--- config.mk ---
export PLATFORM = sky130hd
export DESIGN_NAME = imem_loader_flat
export DESIGN_NICKNAME = d
export VERILOG_FILES = /design/src/rtl/imem_loader_pkg.sv /design/src/rtl/imem_loader_if.sv /design/src/rtl/imem_loader.sv /design/src/flat_wrapper.sv
export SDC_FILE = /design/constraint.sdc
export NUM_CORES = 1
export LEC_CHECK = 0
export CAP_MARGIN = 5
export CORE_MARGIN = 2
export CORE_UTILIZATION = 48
export CTS_BUF_LIST = sky130_fd_sc_hd__clkbuf_4 sky130_fd_sc_hd__clkbuf_8
export DETAILED_ROUTE_END_ITERATION = 8
export PLACE_DENSITY = 0.81
export SYNTH_ARGS = -nofsm -noshare
export SYNTH_HDL_FRONTEND = slang
export SYNTH_SLANG_ARGS = --single-unit
--- constraint.sdc ---
create_clock -name clk -period 2.2 [get_ports clk]
set_clock_uncertainty 0.15 [all_clocks]
set_input_delay 0.55 -clock clk [delete_from_list [all_inputs] [get_ports clk]]
set_output_delay 0.55 -clock clk [all_outputs]
set_load 0.05 [all_outputs]
--- src/rtl/imem_loader_pkg.sv ---
// Shared constants and state encoding for the
// instruction memory program loader.
package imem_loader_pkg;

   localparam int INSTR_W = 32;
   localparam int DEF_SETTLE_CYCLES = 4;

   localparam logic [2:0] LD_IDLE   = 3'd0;
   localparam logic [2:0] LD_LOAD   = 3'd1;
   localparam logic [2:0] LD_SETTLE = 3'd2;
   localparam logic [2:0] LD_RUN    = 3'd3;
   localparam logic [2:0] LD_ERROR  = 3'd4;

   typedef enum logic [2:0] {
      ST_IDLE   = LD_IDLE,
      ST_LOAD   = LD_LOAD,
      ST_SETTLE = LD_SETTLE,
      ST_RUN    = LD_RUN,
      ST_ERROR  = LD_ERROR
   } ld_state_t;

   // A new load may only begin from a quiescent state.
   function automatic logic start_ok(
      input ld_state_t st
   );
      return (st == ST_IDLE) ||
             (st == ST_RUN)  ||
             (st == ST_ERROR);
   endfunction

endpackage

--- src/rtl/imem_loader_if.sv ---
// Valid/ready word stream feeding the loader.
// master = host source, slave = loader.
interface imem_loader_if;
   import imem_loader_pkg::*;

   logic               s_valid;
   logic               s_ready;
   logic [INSTR_W-1:0] s_data;
   logic               s_last;

   modport master (
      output s_valid,
      output s_data,
      output s_last,
      input  s_ready
   );

   modport slave (
      input  s_valid,
      input  s_data,
      input  s_last,
      output s_ready
   );

endinterface

--- src/rtl/imem_loader.sv ---
// Streams program words into instruction memory and
// holds the core in reset until the load has settled.
module imem_loader
   import imem_loader_pkg::*;
#(
   parameter int ADDR_W        = 8,
   parameter int MAX_WORDS     = 256,
   parameter int SETTLE_CYCLES = DEF_SETTLE_CYCLES
) (
   input  logic               clk,
   input  logic               reset,
   input  logic               start,
   imem_loader_if.slave       s_if,
   output logic               imem_we,
   output logic [ADDR_W-1:0]  imem_addr,
   output logic [INSTR_W-1:0] imem_wdata,
   output logic               core_reset,
   output logic               busy,
   output logic               done,
   output logic               error,
   output logic [ADDR_W:0]    word_count
);

   localparam int SW =
      (SETTLE_CYCLES > 1) ? $clog2(SETTLE_CYCLES) : 1;
   localparam logic [SW-1:0] SET_LAST =
      SW'(SETTLE_CYCLES - 1);
   localparam logic [SW-1:0] SET_ONE = SW'(1);
   localparam logic [ADDR_W-1:0] PTR_LAST =
      ADDR_W'(MAX_WORDS - 1);
   localparam logic [ADDR_W-1:0] PTR_ONE = ADDR_W'(1);
   localparam logic [ADDR_W:0] CNT_ONE = (ADDR_W+1)'(1);

   ld_state_t          r_state;
   logic [ADDR_W-1:0]  r_ptr;
   logic [SW-1:0]      r_settle;
   logic [ADDR_W:0]    r_count;
   logic               r_s_ready;
   logic               r_we;
   logic [ADDR_W-1:0]  r_addr;
   logic [INSTR_W-1:0] r_wdata;
   logic               r_core_reset;
   logic               r_busy;
   logic               r_done;
   logic               r_error;

   logic               w_accept;
   logic               w_start;

   assign w_accept = s_if.s_valid & r_s_ready;
   assign w_start  = start & start_ok(r_state);

   assign s_if.s_ready = r_s_ready;
   assign imem_we      = r_we;
   assign imem_addr    = r_addr;
   assign imem_wdata   = r_wdata;
   assign core_reset   = r_core_reset;
   assign busy         = r_busy;
   assign done         = r_done;
   assign error        = r_error;
   assign word_count   = r_count;

   // Loader FSM; every output is registered alongside the state.
   always_ff @(posedge clk or negedge reset) begin
      if (!reset) begin
         r_state      <= ST_IDLE;
         r_ptr        <= '0;
         r_settle     <= '0;
         r_count      <= '0;
         r_s_ready    <= 1'b0;
         r_we         <= 1'b0;
         r_addr       <= '0;
         r_wdata      <= '0;
         r_core_reset <= 1'b1;
         r_busy       <= 1'b0;
         r_done       <= 1'b0;
         r_error      <= 1'b0;
      end else begin
         r_we <= 1'b0;
         if (w_start) begin
            r_state      <= ST_LOAD;
            r_ptr        <= '0;
            r_count      <= '0;
            r_error      <= 1'b0;
            r_s_ready    <= 1'b1;
            r_busy       <= 1'b1;
            r_done       <= 1'b0;
            r_core_reset <= 1'b1;
         end else begin
            unique case (r_state)
               ST_LOAD: begin
                  if (w_accept) begin
                     r_we    <= 1'b1;
                     r_addr  <= r_ptr;
                     r_wdata <= s_if.s_data;
                     r_ptr   <= r_ptr + PTR_ONE;
                     r_count <= r_count + CNT_ONE;
                     // s_last takes priority over the capacity check
                     if (s_if.s_last) begin
                        r_state   <= ST_SETTLE;
                        r_settle  <= '0;
                        r_s_ready <= 1'b0;
                     end else if (r_ptr == PTR_LAST) begin
                        r_state   <= ST_ERROR;
                        r_s_ready <= 1'b0;
                        r_busy    <= 1'b0;
                        r_error   <= 1'b1;
                     end
                  end
               end
               ST_SETTLE: begin
                  if (r_settle == SET_LAST) begin
                     r_state      <= ST_RUN;
                     r_busy       <= 1'b0;
                     r_done       <= 1'b1;
                     r_core_reset <= 1'b0;
                  end else begin
                     r_settle <= r_settle + SET_ONE;
                  end
               end
               default: begin
               end
            endcase
         end
      end
   end

endmodule

--- src/flat_wrapper.sv ---
// flat-port wrapper written by rule: the top's interface ports become plain ports
module imem_loader_flat import imem_loader_pkg::*;
#(
   parameter int ADDR_W        = 8,
   parameter int MAX_WORDS     = 256,
   parameter int SETTLE_CYCLES = DEF_SETTLE_CYCLES
)
  (clk, reset, start, imem_we, imem_addr, imem_wdata, core_reset, busy, done, error, word_count, s_if_s_valid, s_if_s_data, s_if_s_last, s_if_s_ready);
  imem_loader_if s_if_i ();
  input  logic clk;
  input  logic reset;
  input  logic start;
  output logic imem_we;
  output logic [ADDR_W-1:0] imem_addr;
  output logic [INSTR_W-1:0] imem_wdata;
  output logic core_reset;
  output logic busy;
  output logic done;
  output logic error;
  output logic [ADDR_W:0] word_count;
  input wire logic [$bits(s_if_i.s_valid)-1:0] s_if_s_valid;
  input wire logic [$bits(s_if_i.s_data)-1:0] s_if_s_data;
  input wire logic [$bits(s_if_i.s_last)-1:0] s_if_s_last;
  output wire logic [$bits(s_if_i.s_ready)-1:0] s_if_s_ready;
  assign s_if_i.s_valid = s_if_s_valid;
  assign s_if_i.s_data = s_if_s_data;
  assign s_if_i.s_last = s_if_s_last;
  assign s_if_s_ready = s_if_i.s_ready;
  imem_loader #(.ADDR_W(ADDR_W), .MAX_WORDS(MAX_WORDS), .SETTLE_CYCLES(SETTLE_CYCLES)) u_core (.clk(clk), .reset(reset), .start(start), .s_if(s_if_i), .imem_we(imem_we), .imem_addr(imem_addr), .imem_wdata(imem_wdata), .core_reset(core_reset), .busy(busy), .done(done), .error(error), .word_count(word_count));
endmodule
Fig. 1: met1 routing
The bar under the picture is 20 um long.
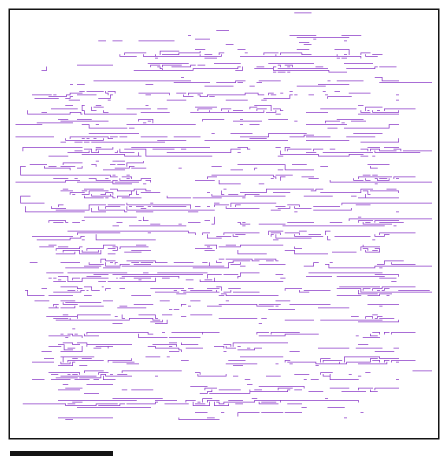
The longest straight run is 23.5 um. The wires run mostly horizontal. 406 nets have wire on it.

Fig. 2: metal 2
The bar under the picture is 20 um long. Cells faint in the background.
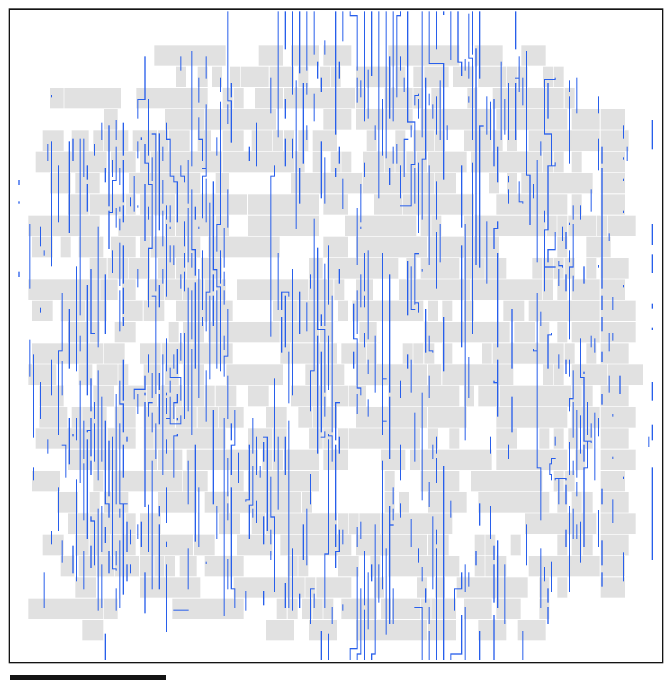
The wires run mostly vertical. The longest straight run is 27.5 um. The layer holds 47% of the routed length. 380 nets have wire on it.
Via Count: 2590
met2 capacity usage during global routing: 34.4%
Final Routed Wirelength: 7.03 mm

==> run notes <==
The top cell types in the final layout, fill and taps aside, are nand2_1 (134), dfrtp_1 (67), buf_4 (44). The wire length on met2 came out at 3.30 mm. The logs give 0 for the total of hold buffers inserted after clock tree synthesis and 231 for the number of multi-input combinational cells. With the depth of the most critical reg-to-reg path at 5, the maximum single-stage delay on the critical path is 410 ps. Global routing finished with a remaining overflow of 0. The clock reaches the later pin of the worst-skew pair after 340 ps.

Looking at the gate-level netlist, the highest instance count belongs to nand2_1. The logs give 0 for the number of buffers inserted by post-CTS setup repair and 0 for the number of antenna violations at the first check in global routing. The number of buffers inserted during clock tree synthesis is 9.

Detailed placement reports a standard cell area of 4050 sq um. Setup repair after global routing left no endpoint under its margin. Per report_power, the Clock row totals 1.03 mW.

Averaged over all synthesized cells, the footprint is 9.44 sq um. The routed layout reports a DRC error count of 0. The synthesized netlist handed to floorplanning was reported with a cell count of 320.

The worst setup path is of the register to register kind. The run gives 0 for the antenna violation net count after detailed routing. The tools report the detailed-placement wirelength estimate as 4.92 mm. Of the total power, combinational logic draws 50.0%. In the synthesized netlist, the cells that appear most often are nand2_1 (135), dfrtp_1 (67), nor2_1 (15).

For the number of tap instances, the log shows 75. The routed wirelength normalized by instance count was 13.9 um; the violation count after the first detailed-routing iteration was 173. Deepest level of the CTS H-tree: 3.

With the layout sequential cell count at 68, the storage element area is 1700 sq um. According to the I/O placement log, the pin count is 92. The biggest cell category by area in the final layout is flip-flops and latches.

The tools report the final-layout worst hold slack as 67.3 ps. The most used flip-flop cell after synthesis is dfrtp_1. For the count of clock tree sinks, the log shows 68. The critical-path cell with the highest stage delay was dfrtp_1. The post-synth register bit count is 68. The share of the Yosys chip area taken by registers is 56.4%. Clock buffer instance count of the final layout: 10. The count of inverters not on the clock network in the layout was 6. The logs give 2 for the deepest clock path buffer count and 467 for the number of nets in the layout. The total length of routed met3 wires was 446 um.

The number of enable flip-flop cells works out to 0. Maximum operating frequency: 504 MHz. The run gives 2518 for the via count of the first global-routing pass.

dfrtp_1 takes more of the synthesized area than any other cell. The run gives 17.4% as the clock network fraction of total power. The largest combinational cell category by area was simple AND/OR/NAND/NOR gates. With the width of the die at 83.3 um, the number of filler instances in the final layout is 472.

The number of non-clock buffers was 111. Maximum VDD drop: 0.810 mV. The run finished with clean final reports.

In this run the tool buffered the top-level ports with 91 buffer cells. For met1 alone, demand over resource in global routing was 26.5%. The critical register-to-register path endpoint is u_core.r_state[0]. The critical path contains buffers and inverters numbering 0 combined. In the final timing run, aggregate negative setup slack is 0 ps.

OpenSTA lists the critical path endpoint as u_core.r_state[0]. Logic depth of the worst path, buffers included: 5. Listed in order, past its start point the critical path passes ha_1, nand3_1, o211a_1, a211o_1, a221o_1. At the worst endpoint, the arrival time is 2050 ps.

Counting the warning lines in the Yosys log gives 0. The cell family contributing the most delay on the critical path is AND-OR/OR-AND gates. Global routing used 20.8% of the available tracks. The leakage power of the design is 2.25 nW.
Fig. 3: the metal 3 layer
The bar under the picture is 20 um long. Cells faint in the background.
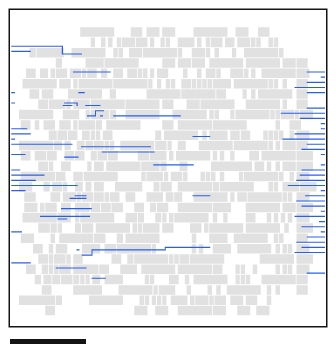
The layer holds 6.4% of the routed length. 65 nets have wire on it.
met3 layer usage reported by global route: 4.77%

No activity file was given, so power comes from the tool's default toggle rates.
